==> config.mk <==
export PLATFORM = sky130hd
export DESIGN_NAME = keypad_entry_ctrl
export DESIGN_NICKNAME = d
export VERILOG_FILES = /design/src/rtl/keypad_pkg.sv /design/src/rtl/keypad_debounce_fsm.sv /design/src/rtl/keypad_entry_ctrl.sv
export SDC_FILE = /design/constraint.sdc
export NUM_CORES = 1
export LEC_CHECK = 0
export ABC_AREA = 1
export CELL_PAD_IN_SITES_DETAIL_PLACEMENT = 1
export CELL_PAD_IN_SITES_GLOBAL_PLACEMENT = 1
export CORE_ASPECT_RATIO = 1.1
export CORE_UTILIZATION = 46
export CTS_BUF_LIST = sky130_fd_sc_hd__clkbuf_2 sky130_fd_sc_hd__clkbuf_4 sky130_fd_sc_hd__clkbuf_8
export DETAILED_ROUTE_END_ITERATION = 10
export PLACE_DENSITY_LB_ADDON = 0.1
export SLEW_MARGIN = 10
export SYNTH_ARGS = -nofsm -noshare
export SYNTH_HDL_FRONTEND = slang
export SYNTH_HIERARCHICAL = 1
export SYNTH_SLANG_ARGS = --single-unit
==> constraint.sdc <==
create_clock -name clk -period 5 [get_ports clk]
set_input_delay 1 -clock clk [delete_from_list [all_inputs] [get_ports clk]]
set_output_delay 1 -clock clk [all_outputs]
set_load 0.05 [all_outputs]
==> run_1/placement_by_type.png <==
Fill, decap, tap and diode cells in grey.
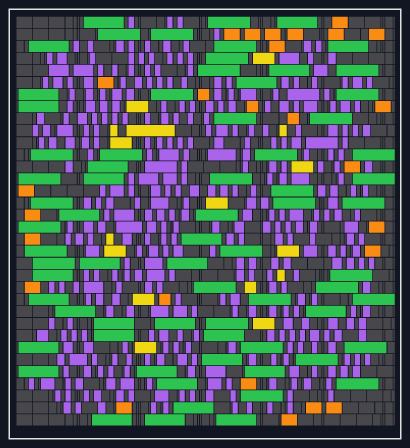
Yellow marks clock drivers and dummy loads, cells 16, share of their area 4.7%. Orange marks other buffers and delay cells, cells 26, share of their area 6.1%. Green marks flops, cells 70, share of their area 44%. Purple marks combinational and other logic, cells 374, share of their area 46%.
Seq area share: 42.3%
core area: 7910 sq um
Rows: 34

==> run_1/io_fan.png <==
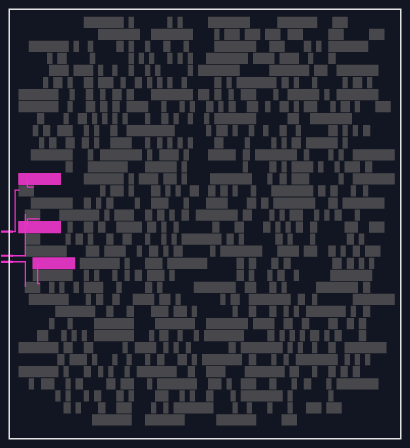
Magenta marks col_n, bits 3, direction input, edge west, end cells 3, buffers 3, wire 45.2 um.
port bufs: 22
I/O pins: 23

==> run_1/placement.png <==
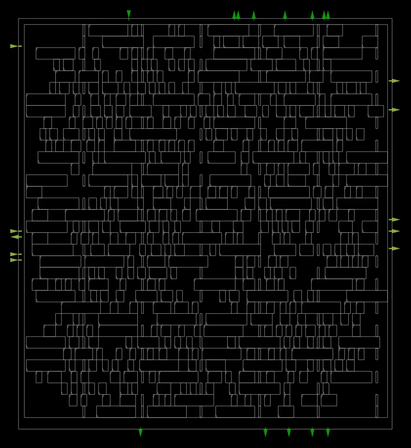
flip-flops: 70
# Taps: 108

==> reports/qor.yml, run 1 <==
r2r_slack_ps: 580
inverters: 68
tightest_slew_ps: 677
cts_tree: "built"
die_h_um: 96.6
whs_path_depth: 0
ys_types: 39
p_comb_uw: 16.9
peakVddDrop_uv: 122
ys_async_sr_fraction_pct: 100
numCtsBuffers: 9
clock_skew_ps: 11.0
syn_area_per_cell_sq_um: 8.17
netlist_instances: 458
globalRouteMet3Util_pct: 4.10
startpoint_type: "flip-flop"
status: "complete, no violations"
layout_top_cells: "nand2_1 (94), inv_1 (59), nor2_1 (53)"
dp_worst_setup_slack_ps: 400
hold_buffers: 0
cp-end-kind: "flip-flop"
rsz0062_at_grt: "no"
htree_levels: 3
utilization_pct: 53.8
synth_top_area_share_pct: 26.7
tns_ps: 0
arrival_ps: 4700
grt_pass1_vias: 3278
drive_gt1_share_pct: 19.8
cts_setup_buffers: 0
min_period_ps: 4420
warnings: 27
synth_chip_area_sq_um: 3740
p_total_uw: 1050
lay_top_count: "nand2_1"
max-slew-margin-rel_pct: 54.7
fillers: 979
post_dp_cell_area_sq_um: 4050
cpPeakStageDelay_ps: 390
dp_cells: 578
hold_violations: 0
clk_root_buffer_cell: "clkbuf_8"
p_switching_uw: 229
grt_pass1_wl_um: 15600
crit_family: "simple AND/OR/NAND/NOR gates"
largest_area_cell: "dfstp_2"
period_used_pct: 88.5
area_leaders: "dfstp_2 (27%), dfrtp_1 (21%), nand2_1 (9.5%), inv_1 (6.0%), nor2_1 (5.3%)"
power_density_nw_per_um2: 247
syn_to_final_growth_pct: 13.7
synth.net_count: 472
dr_wl_met3_um: 153
worst_skew_pair.late_latency_ps: 350
setup_violations: 0
yosysWarningCount: 6
num_vias: 3026
hpwl_um: 6450
grt_usage_pct: 23.9
wl_per_cell_um: 15.0
critPathBufInv: 6
drt_iter0_drc: 102
cap_violations: 0
dr.pass1.iters: 4
## run 1: cell families (layout without fill, tap and decap cells)
group,Yosys count,count (layout),share of synthesized area (%)
flops,70,70,48.1
xor+xnor,8,8,1.87
fa+ha+maj,9,9,3.41
buf+inv,82,110,8.82
simple gates,198,198,24.2
compound gates,91,91,13.6
## run 1: synth_stat cells, drive strengths merged, types with 2 or more instances
master,n
nand3,18
fa,2
a31oi,6
inv,68
nand2,109
a32oi,3
clkbuf,6
nand4,2
xnor2,2
nor2,59
or2,2
xor2,6
dfstp,38
o21ai,41
buf,8
o22ai,10
dfrtp,32
a21oi,29
nor3,6
ha,7
==> run_1/layer_met2.png <==
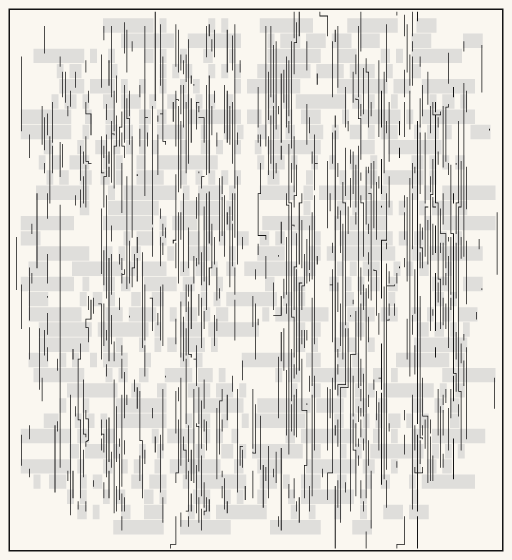

==> run 2, diff against run 1 <==
--- a/config.mk
+++ b/config.mk
@@ -7,4 +7,5 @@
 export LEC_CHECK = 0
 export ABC_AREA = 1
+export CAP_MARGIN = 30
 export CELL_PAD_IN_SITES_DETAIL_PLACEMENT = 1
 export CELL_PAD_IN_SITES_GLOBAL_PLACEMENT = 1
@@ -14,4 +15,5 @@
 export DETAILED_ROUTE_END_ITERATION = 10
 export PLACE_DENSITY_LB_ADDON = 0.1
+export SETUP_SLACK_MARGIN = 0.5
 export SLEW_MARGIN = 10
 export SYNTH_ARGS = -nofsm -noshare
==> constraint.sdc (replaced) <==
create_clock -name clk -period 5 [get_ports clk]
set_input_delay 1 -clock clk [delete_from_list [all_inputs] [get_ports clk]]
set_output_delay 1 -clock clk [all_outputs]
set_load 0.02 [all_outputs]
==> run_2/layer_met2.png <==
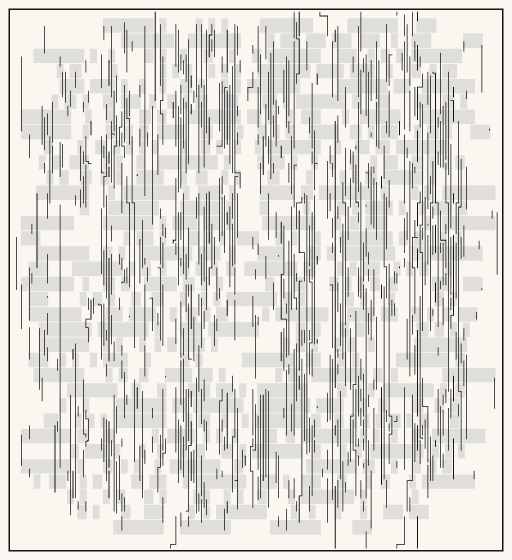
The longest straight run is 47.6 um. The layer carries 4680 um of wire. The layer holds 51% of the routed length. The wires run mostly vertical. 428 nets have wire on it.
vias: 3057
M2 GR Usage: 40.8%
final wirelength: 9110 um

==> run 2 against run 1 <==
- sequential share of layout area is 1.1 points lower
- worst setup slack better by 240 ps
- fmax increased by 5.8%
- die area unchanged
- sequential power barely moved
- register-to-register slack better by 240 ps
- largest power group unchanged
==> reports/qor.yml, run 2 <==
area_leaders: "dfstp_2 (27%), dfrtp_1 (21%), nand2_1 (9.5%), inv_1 (6.0%), nor2_1 (5.3%)"
cts_tree: "built"
synth_top_flop_cell: "dfstp_2"
core-area_sq_um: 7910
hold_buffers: 0
grt_usage_pct: 23.9
layout.nonclk_buf_share_pct: 7.27
postSynthSeqShare_pct: 48.1
synth.net_count: 472
comb_share_pct: 38.0
drive_gt1_share_pct: 22.5
yosysMostFrequentCell: "nand2_1"
hold_ws_ps: 353
grt_pass1_wl_um: 15700
clock_buffers: 11
dr.pass1.iters: 5
syn_area_per_cell_sq_um: 8.17
dp_worst_setup_slack_ps: 400
top_level_ports: 23
critPathBufInv: 6
wl_per_cell_um: 15.1
rows: 34
p_total_uw: 1050
tns_ps: 0
drt_iter0_drc: 115
clk_root_buffer_cell: "clkbuf_8"
hpwl_um: 6450
n_antenna_cell: 0
die_h_um: 96.6
dr_wl_met3_um: 194
power_density_nw_per_um2: 240
ys_cells: 458
warnings: 28
sh_seq_area_pct: 41.2
ys_async_sr_fraction_pct: 100
syn_to_final_growth_pct: 16.7
lay_top_count: "nand2_1"
fillers: 972
setup_violations: 0
min_period_ps: 4180
synth_chip_area_sq_um: 3740
rsz0062_at_grt: "no"
layout_top_cells: "nand2_1 (93), inv_1 (58), nor2_1 (50)"
peakVddDrop_uv: 122
cp_slowest_cell: "dfrtp_1"
ys_types: 39
edf_count: 0
tap_cells: 108
io_buffers: 22
globalRouteOverflowTotal: 0
netlist_instances: 458
startpoint_type: "flip-flop"
htree_levels: 3
synth_top_area_share_pct: 26.7
max-slew-margin-rel_pct: 55.1
utilization_pct: 55.2
arrival_ps: 4460
ant_nets: 0
flops: 70
period_used_pct: 83.7
gp_congestion: 0.796
clock_skew_ps: 11.9
whs_path_depth: 0
hold_class: "flip-flop to flip-flop"
inverters: 68
r2r_slack_ps: 820
slew_violations: 0
status: "complete, no violations"
largest_area_cell: "dfstp_2"
crit_family: "simple AND/OR/NAND/NOR gates"
yosysWarningCount: 6
grt_pass1_vias: 3273
worst_skew_pair.late_latency_ps: 350
largestClassByArea: "sequential cells"
fin_cells: 602
dp_cells: 578
tightest_slew_ps: 671
cap_violations: 0
multi_input_comb_cells: 306
wl_met1_um: 4080
cpPeakStageDelay_ps: 420
buffers: 34
numCtsBuffers: 9
cts_setup_buffers: 0
common_cells: "nand2_1 (95), inv_1 (60), nor2_1 (53), dfstp_2 (38), o21ai_0 (33)"
post_dp_cell_area_sq_um: 4050
hold_violations: 0
cp.required_ps: 5280
cp-end-kind: "flip-flop"
==> run_2/layer_met3.png <==
The bar under the picture is 20 um long.
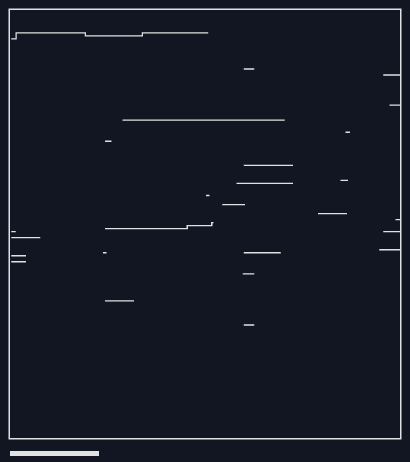
The layer carries 194 um of wire. The longest straight run is 36.3 um. The wires run mostly horizontal. The layer holds 2.1% of the routed length.
met3 Track Usage GR: 3.92%

## run 2: cell count changes in the layout (fill, tap and decap cells not counted)
cell,change
buf_4,+7
nor2_1,-3
nor2_2,+3
ha_1,-2
ha_4,+2
buf_8,+1
clkinv_2,-1
clkinvlp_4,+1
inv_1,-1
inv_4,+1
nand2_1,-1
nand2_4,+1
## run 2: where the power goes
part           switching, uW  internal (uW)
registers               1.74            572
logic                   12.6           4.12
clock network            213            246
total                    227            822
## run 2: cell families after synthesis
| group | after synthesis | share of synthesized area [%] |
|---|---|---|
| and+or+nand+nor | 198 | 24.2 |
| AOI/OAI and AO/OA | 91 | 13.6 |
| buffers and inverters | 82 | 8.82 |
| DFF | 70 | 48.1 |
| adders and majority gates | 9 | 3.41 |
| xor gates and xnor gates | 8 | 1.87 |
No activity file was given, so power comes from the tool's default toggle rates.
